Run 1, register map, names as in the netlist:
Scale bar: 50 µm. Other sequential cells in the stronger grey, the rest of the logic in the fainter grey.
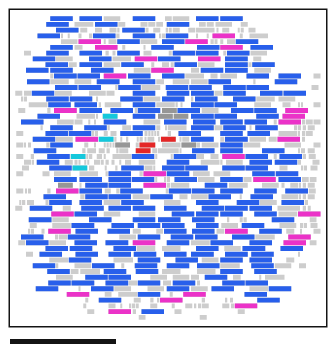
Run 1, clock wiring as the flow saved it:
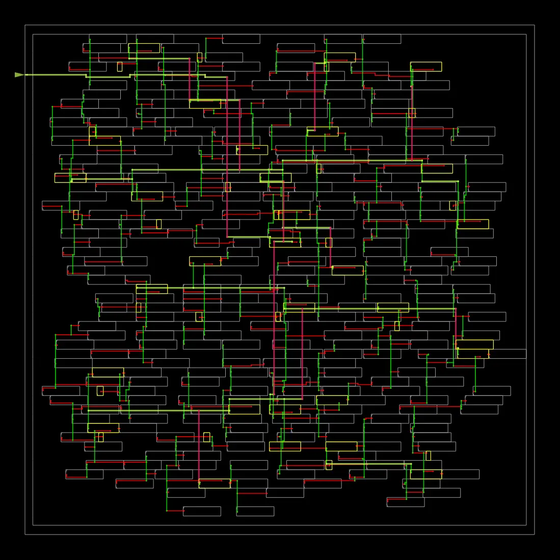
Run 1, clock network drawn from the DEF:
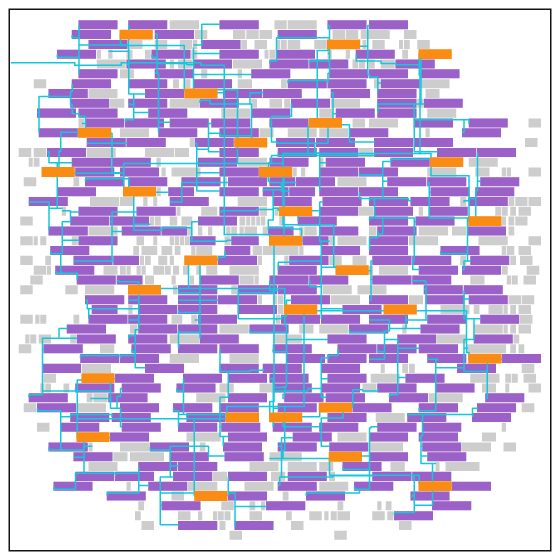
[config.mk]
export PLATFORM = sky130hd
export DESIGN_NAME = decimate_buffer_to_sfft
export DESIGN_NICKNAME = d
export VERILOG_FILES = /design/src/rtl/sfft_pkg.sv /design/src/rtl/sfft_dp_buffer.sv /design/src/rtl/decimate_buffer_to_sfft.sv
export SDC_FILE = /design/constraint.sdc
export NUM_CORES = 1
export LEC_CHECK = 0
export CAP_MARGIN = 40
export CORE_MARGIN = 2
export CORE_UTILIZATION = 55
export CTS_CLUSTER_SIZE = 40
export DETAILED_ROUTE_END_ITERATION = 10
export PLACE_DENSITY = 0.75
export RECOVER_POWER = 100
export SLEW_MARGIN = 10
export SYNTH_ARGS = -nofsm -noshare
export SYNTH_HDL_FRONTEND = slang
export SYNTH_SLANG_ARGS = --single-unit
[constraint.sdc]
create_clock -name i_clk -period 10.6 [get_ports i_clk]
set_clock_uncertainty 0.2 [all_clocks]
set_input_delay 2.12 -clock i_clk [delete_from_list [all_inputs] [get_ports i_clk]]
set_output_delay 2.12 -clock i_clk [all_outputs]
set_load 0.02 [all_outputs]
[src/rtl/sfft_pkg.sv]
// Shared definitions for the sFFT decimating input buffer.
// Provides the FSM state type, a constant clog2, and helpers that derive the
// frame/phase geometry (NFFT, P, PHASE_LEN, BUF_DEPTH) from the block parameters.
package sfft_pkg;

  typedef enum logic [0:0] {
    ST_LOAD  = 1'b0,
    ST_DRAIN = 1'b1
  } state_e;

  // Ceiling log2, usable in constant expressions.
  function automatic int unsigned clog2(input int unsigned value);
    int unsigned result;
    result = 0;
    for (int unsigned i = 0; i < 32; i++) begin
      if ((32'd1 << i) < value) result = i + 1;
    end
    return result;
  endfunction

  function automatic int unsigned nfft_of(input int unsigned size_buffer);
    return 32'd1 << size_buffer;
  endfunction

  function automatic int unsigned phases_of(input int unsigned log2_phases);
    return 32'd1 << log2_phases;
  endfunction

  function automatic int unsigned phase_len_of(input int unsigned size_buffer,
                                               input int unsigned log2_phases);
    return 32'd1 << (size_buffer - log2_phases);
  endfunction

  // Phases 1..P-1 are buffered; phase 0 never touches the memory.
  function automatic int unsigned buf_depth_of(input int unsigned size_buffer,
                                               input int unsigned log2_phases);
    return nfft_of(size_buffer) - phase_len_of(size_buffer, log2_phases);
  endfunction

endpackage

[src/rtl/sfft_dp_buffer.sv]
// Simple dual-port RAM: one write port, one synchronous read port.
// Ports:
//   i_clk      clock
//   i_wr_en    write enable
//   i_wr_addr  write address
//   i_wr_data  write data
//   i_rd_en    read enable; o_rd_data updates on the next rising edge
//   i_rd_addr  read address
//   o_rd_data  registered read data (holds when i_rd_en is low)
module sfft_dp_buffer #(
  parameter int unsigned DEPTH  = 8,
  parameter int unsigned WIDTH  = 32,
  parameter int unsigned ADDR_W = 3
) (
  input  logic              i_clk,
  input  logic              i_wr_en,
  input  logic [ADDR_W-1:0] i_wr_addr,
  input  logic [WIDTH-1:0]  i_wr_data,
  input  logic              i_rd_en,
  input  logic [ADDR_W-1:0] i_rd_addr,
  output logic [WIDTH-1:0]  o_rd_data
);

  logic [WIDTH-1:0] mem [DEPTH];

  // Storage array carries no reset; contents are always written before read.
  always_ff @(posedge i_clk) begin
    if (i_wr_en) mem[i_wr_addr] <= i_wr_data;
    if (i_rd_en) o_rd_data <= mem[i_rd_addr];
  end

endmodule

[src/rtl/decimate_buffer_to_sfft.sv]
// Decimating input buffer for the streaming FFT.
// Splits each NFFT-sample frame into P = 2^LOG2_PHASES phases (sample n goes to
// phase n mod P). Phase 0 is forwarded with zero latency while the frame loads;
// phases 1..P-1 are stored and replayed in phase order on sFFT request.
// Ports:
//   i_clk, i_reset            clock, synchronous active-high reset
//   i_in_data_i/q, i_valid    input sample stream, accepted when i_valid & o_ready
//   o_ready                   high while loading, low while draining
//   i_fft_wayt_data           sFFT read request (only honoured while draining)
//   o_out_data_i/q            output sample
//   o_outvalid, o_phase       output qualifier and phase index of the sample
//   o_frame_done              one-cycle pulse after the last sample of a frame
//   o_overflow                sticky: input offered while not ready
module decimate_buffer_to_sfft
  import sfft_pkg::*;
#(
  parameter  int unsigned SIZE_BUFFER   = 4,
  parameter  int unsigned DATA_FFT_SIZE = 16,
  parameter  int unsigned LOG2_PHASES   = 1,
  localparam int unsigned PW            = (LOG2_PHASES > 0) ? LOG2_PHASES : 1
) (
  input  logic                     i_clk,
  input  logic                     i_reset,
  input  logic [DATA_FFT_SIZE-1:0] i_in_data_i,
  input  logic [DATA_FFT_SIZE-1:0] i_in_data_q,
  input  logic                     i_valid,
  output logic                     o_ready,
  input  logic                     i_fft_wayt_data,
  output logic [DATA_FFT_SIZE-1:0] o_out_data_i,
  output logic [DATA_FFT_SIZE-1:0] o_out_data_q,
  output logic                     o_outvalid,
  output logic [PW-1:0]            o_phase,
  output logic                     o_frame_done,
  output logic                     o_overflow
);

  localparam int unsigned NFFT      = nfft_of(SIZE_BUFFER);
  localparam int unsigned P         = phases_of(LOG2_PHASES);
  localparam int unsigned PHASE_LEN = phase_len_of(SIZE_BUFFER, LOG2_PHASES);
  localparam int unsigned PL_LOG2   = SIZE_BUFFER - LOG2_PHASES;
  localparam int unsigned BUF_DEPTH = buf_depth_of(SIZE_BUFFER, LOG2_PHASES);
  localparam int unsigned MEM_DEPTH = (BUF_DEPTH > 0) ? BUF_DEPTH : 1;
  localparam int unsigned AW        = (MEM_DEPTH > 1) ? clog2(MEM_DEPTH) : 1;
  localparam int unsigned CW        = SIZE_BUFFER;
  localparam int unsigned SW        = 2 * DATA_FFT_SIZE;

  state_e          state_q;
  logic [CW-1:0]   n_q;
  logic [AW-1:0]   r_q;
  logic            rd_valid_q;
  logic            rd_last_q;
  logic [PW-1:0]   rd_phase_q;
  logic            frame_done_q;
  logic            overflow_q;

  logic            accept;
  logic            fwd;
  logic            wr_en;
  logic            rd_en;
  logic [PW-1:0]   phase_in;
  logic [AW-1:0]   wr_addr;
  logic [SW-1:0]   rd_data;

  // Input handshake and phase classification of the current sample.
  assign o_ready  = (state_q == ST_LOAD);
  assign accept   = i_valid & o_ready;
  assign phase_in = PW'(n_q & CW'(P - 1));
  assign fwd      = accept & (phase_in == '0);
  assign wr_en    = accept & (phase_in != '0);
  assign rd_en    = (state_q == ST_DRAIN) & i_fft_wayt_data;

  // Each buffered phase occupies a contiguous PHASE_LEN block, so a linear
  // read counter replays phase 1, then phase 2, and so on.
  assign wr_addr = AW'((32'(phase_in) - 32'd1) * PHASE_LEN + 32'(n_q >> LOG2_PHASES));

  if (P > 1) begin : g_buf
    sfft_dp_buffer #(
      .DEPTH  (MEM_DEPTH),
      .WIDTH  (SW),
      .ADDR_W (AW)
    ) u_buf (
      .i_clk     (i_clk),
      .i_wr_en   (wr_en),
      .i_wr_addr (wr_addr),
      .i_wr_data ({i_in_data_i, i_in_data_q}),
      .i_rd_en   (rd_en),
      .i_rd_addr (r_q),
      .o_rd_data (rd_data)
    );
  end else begin : g_bypass
    assign rd_data = '0;
  end

  // Output mux. The forwarded phase-0 path has priority: in the single cycle
  // where the last drained sample is shown, a newly accepted phase-0 sample
  // would take the output.
  assign o_outvalid   = fwd | rd_valid_q;
  assign o_out_data_i = fwd ? i_in_data_i
                      : (rd_valid_q ? rd_data[SW-1 -: DATA_FFT_SIZE] : '0);
  assign o_out_data_q = fwd ? i_in_data_q
                      : (rd_valid_q ? rd_data[DATA_FFT_SIZE-1:0] : '0);
  assign o_phase      = (rd_valid_q && !fwd) ? rd_phase_q : '0;
  assign o_frame_done = frame_done_q;
  assign o_overflow   = overflow_q;

  // FSM, counters and flags.
  always_ff @(posedge i_clk) begin
    if (i_reset) begin
      state_q      <= ST_LOAD;
      n_q          <= '0;
      r_q          <= '0;
      rd_valid_q   <= 1'b0;
      rd_last_q    <= 1'b0;
      rd_phase_q   <= '0;
      frame_done_q <= 1'b0;
      overflow_q   <= 1'b0;
    end else begin
      rd_valid_q   <= 1'b0;
      rd_last_q    <= 1'b0;
      // Pulse follows the cycle that showed the final drained sample.
      frame_done_q <= rd_valid_q & rd_last_q;

      if (i_valid && !o_ready) overflow_q <= 1'b1;
      if (accept) n_q <= n_q + CW'(1);

      case (state_q)
        ST_LOAD: begin
          if (accept && (n_q == CW'(NFFT - 1))) begin
            if (P == 1) frame_done_q <= 1'b1;
            else        state_q      <= ST_DRAIN;
          end
        end
        ST_DRAIN: begin
          if (i_fft_wayt_data) begin
            rd_valid_q <= 1'b1;
            rd_phase_q <= PW'(r_q >> PL_LOG2) + PW'(1);
            if (r_q == AW'(MEM_DEPTH - 1)) begin
              r_q       <= '0;
              rd_last_q <= 1'b1;
              state_q   <= ST_LOAD;
            end else begin
              r_q <= r_q + AW'(1);
            end
          end
        end
        default: state_q <= ST_LOAD;
      endcase
    end
  end

endmodule

==> impl_metrics.toml, run 1 <==
# synthesis and place-and-route metrics
[final_timing]
rsz0062_at_grt = "false"
hold_ws_ns = 0.2637
finalCritPeriodShare_pct = 79.89
drv_slew = 306
final-setup-viol-count = 0
timing.fmax_mhz = 118.1

[place]
place_area_mm2 = 0.01276
portBuffers = 72
gp_congestion = 0.7535
dp_cells = 913
hpwl_mm = 12.88

[setup_path]
critPathMaxStageDelay_ns = 1.67
cp_num_cells = 6
cp-end-kind = "output pin"
endpoint = "o_out_data_q[13]"
crit_start = "i_valid"
path_cells = "dlygate4sd3_1, or3b_2, clkbuf_1, nand3_1, o21ai_1, dlygate4sd3_1"
r2r_slack_ns = 4.91
reg2reg_from = "r_q[0]"
crit_top_cell = "dlygate4sd3_1"
cp_slowest_cell = "clkbuf_1"

[drt]
ant_nets = 0
route.vias.total = 5682
wl_mm = 22.77
wl_per_cell_um = 23.62

[hold_path]
worstHoldStart = "rd_last_q"

[clock_tree]
max-clock-path-buffers = 3
ctsResizeCount = 0
cts_setup_buffers = 0
ctsRootBufferMaster = "clkbuf_16"
htree_levels = 1

[pwr]
power_density_mw_per_mm2 = 172.0

[outcome]
status = "complete, but fails checks"
violations = "max-capacitance violations, max-slew violations"

[floorplan]
die_area_mm2 = 0.02238
core_mm2 = 0.02089
rows = 53

[global_route]
grt_max_degree = 43

[synth]
synth_cell_type_count = 31
syn-cell-area_mm2 = 0.01166
async_reset_ff_share_pct = 0
fp_nets = 618
ys_seq_share_pct = 76.39

[flow_run]
tool_warnings = 26
cap_violations = 11
Back to the opening pictures, 'register map, names as in the netlist':
colour	netlist name	sequential cells
magenta	g_buf.u_buf.o_rd_data	32
cyan	n_q	4
red	r_q	3
blue	g_buf.u_buf.mem	256

Back to the opening pictures, 'clock wiring as the flow saved it':
total CTS buffers: 28
Clk power: 935 µW
Flops: 301
Worst-Skew Late Latency: 0.54 ns

Back to the opening pictures, 'clock network drawn from the DEF':
[orange] cells driving clock nets | count: 28
[cyan] clock wires | length: 3160 µm
[purple] flip-flops | count: 301
flops lie	spread over the die
clock power share: 40.3%

==> run 1: report_power, final <==
| group | internal, µW | switching (µW) |
|---|---|---|
| clock network | 520 | 414 |
| logic | 28.5 | 45.3 |
| registers | 1310 | 1.89 |
==> run 1: cells by family after synthesis <==
logic type	share of synthesized area, %
flip-flops	76.39
adder cells (fa/ha/maj)	0.3219
AND-OR/OR-AND	1.792
multiplexers	15.70
AND/OR/NAND/NOR	2.929
XOR/XNOR	0.07512
buffers and inverters	2.790
==> run 1: sequential cells by signal (all words and copies together) (netlist names) <==
signal                 count
state_q                    1
r_q                        3
g_buf.u_buf.o_rd_data     32
n_q                        4
o_overflow                 1
rd_valid_q                 1
rd_phase_q                 1
rd_last_q                  1
g_buf.u_buf.mem          256
o_frame_done               1
==> run 1: cells in the mapped netlist, types with 2 or more instances <==
library cell	count	area, µm²
nand2b_1	2	12.51
buf_6	3	33.78
o21ai_0	8	40.04
nor2_1	12	45.04
nand3b_1	2	15.01
nor3_1	3	15.01
mux4_2	59	1329
a21oi_1	7	35.03
mux4_1	5	131.4
ha_1	3	37.54
inv_1	36	135.1
dfxtp_1	13	260.3
buf_1	3	11.26
buf_12	2	40.04
nand4b_1	2	17.52
o21ai_1	25	125.1
buf_2	9	45.04
edfxtp_1	288	8648
mux2_2	32	360.4
nand2_1	10	37.54
nand3_1	33	165.2
buf_4	2	15.01
clkbuf_1	12	45.04
==> run 1: routing by layer <==
metal	global-route usage [%]	vias up	share of wire [%]
li1	-	2507	-
met3	3.079	35	6.3
met1	30.31	2940	42
met4	5.381	0	1.8
met5	0	-	0
met2	34.08	200	50
==> run 1: final cells by class <==
type	instances	area [µm²]
clock buffer	34	744.5
clock inverter	17	100.1
fill	1433	7412
inverter	36	135.1
multi-input combinational	211	2427
sequential	301	8910
tap	275	344.1
timing repair buffer	90	815.8
==> run 2: changes to the inputs <==
==> constraint.sdc (replaced) <==
create_clock -name i_clk -period 7.8 [get_ports i_clk]
set_clock_uncertainty 0.2 [all_clocks]
set_input_delay 1.56 -clock i_clk [delete_from_list [all_inputs] [get_ports i_clk]]
set_output_delay 1.56 -clock i_clk [all_outputs]
set_load 0.02 [all_outputs]
==> impl_metrics.toml, run 2 <==
# synthesis and place-and-route metrics
[synth]
top_area_cell = "edfxtp_1"
synth.most_common_cell = "edfxtp_1"
synthTopCellsByCount = "edfxtp_1, mux4_2, inv_1, nand3_1, mux2_2"

[global_route]
busiest_layer = "met2"
gr-usage-met2_pct = 34.08

[clock_tree]
insertion_delay_ns = 0.53
htree_levels = 1
cts_setup_buffers = 0

[cells_and_area]
seq_area_mm2 = 0.008910
logic_area_mm2 = 0.002427

[setup_path]
reg2reg_from = "r_q[0]"
cp_slowest_cell = "or3b_1"
path_cells = "dlygate4sd3_1, or3b_1, buf_4, nand3_1, o21ai_1, dlygate4sd3_1"
r2r_slack_ns = 2.16

[outcome]
violations = "max-capacitance violations, max-slew violations"
status = "complete, but fails checks"

[drt]
wl_mm = 22.38

[final_timing]
finalCritPeriodShare_pct = 80.38
drv_slew = 273

[flow_run]
cap_violations = 10

[place]
hpwl_mm = 12.55
-- run 2: cell types whose count changed in the layout (fill, tap and decap cells not counted) --
| cell | delta |
|---|---|
| clkbuf_1 | +5 |
| clkinv_1 | -4 |
| clkinv_2 | -4 |
| diode_2 | +2 |
| mux2_1 | -2 |
| mux2_2 | +2 |
| and2_0 | +1 |
| and2_1 | -1 |
| buf_4 | +1 |
| bufinv_16 | -1 |
| clkinvlp_4 | +1 |
| or3b_1 | +1 |
| or3b_2 | -1 |
-- run 2: how the worst min path moves through the flow --
stage                          from            to  slack [ns]
after detailed placement  rd_last_q  o_frame_done        0.24
final                     rd_last_q  o_frame_done        0.25
after global placement    rd_last_q  o_frame_done        0.22
after floorplan           rd_last_q  o_frame_done        0.20
after global routing      rd_last_q  o_frame_done        0.27
after CTS                 rd_last_q  o_frame_done        0.25
-- run 2: layer usage --
layer  share of wire, %  wire (µm)
met1                 42       9426
met5                  0          0
met2                 50      11250
met4                1.6        369
met3                6.0       1333
-- run 2: final cells by class --
class / instances / share of cell area [%]
Tap cell: 275 / 2.558
Clock inverter: 9 / 0.3163
Sequential cell: 301 / 66.24
Antenna cell: 2 / 0.03721
Multi-Input combinational cell: 211 / 18.05
Inverter: 36 / 1.005
Timing Repair Buffer: 90 / 6.093
Clock buffer: 40 / 5.702
-- run 2: power breakdown --
| group | leakage, µW | internal (µW) | switching (µW) |
|---|---|---|---|
| combinational | 0.00121 | 38.8 | 60.5 |
| sequential | 0.00270 | 1780 | 2.69 |
| clock | 0.000392 | 679 | 543 |
-- run 2: logic make-up after synthesis --
logic type,Yosys count,synth area share (%)
AOI/OAI and AO/OA,41,1.792
DFF,301,76.39
muxes,97,15.70
xor gates and xnor gates,1,0.07512
and+or+nand+nor,69,2.929
buffers and inverters,67,2.790
adders and majority gates,3,0.3219
Run 2, drive-strength map:
Scale bar: 50 µm.
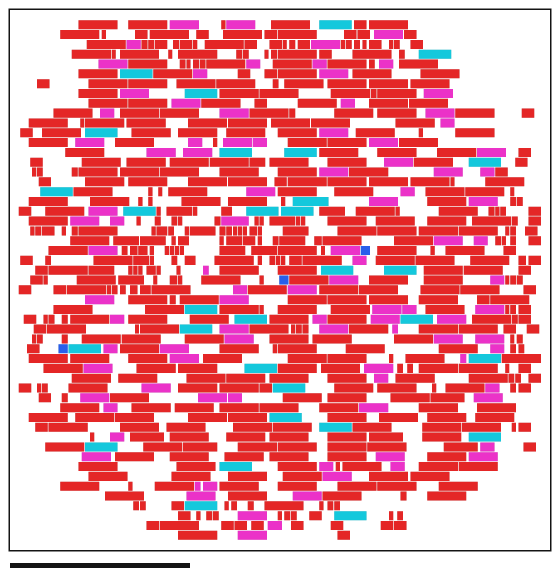
colour	size	cells
blue	drive 3 to 4	3
magenta	drive 2	96
cyan	drive 6 and up	30
red	drive 1 or less	558

Power is estimated from default activity; no workload was simulated.
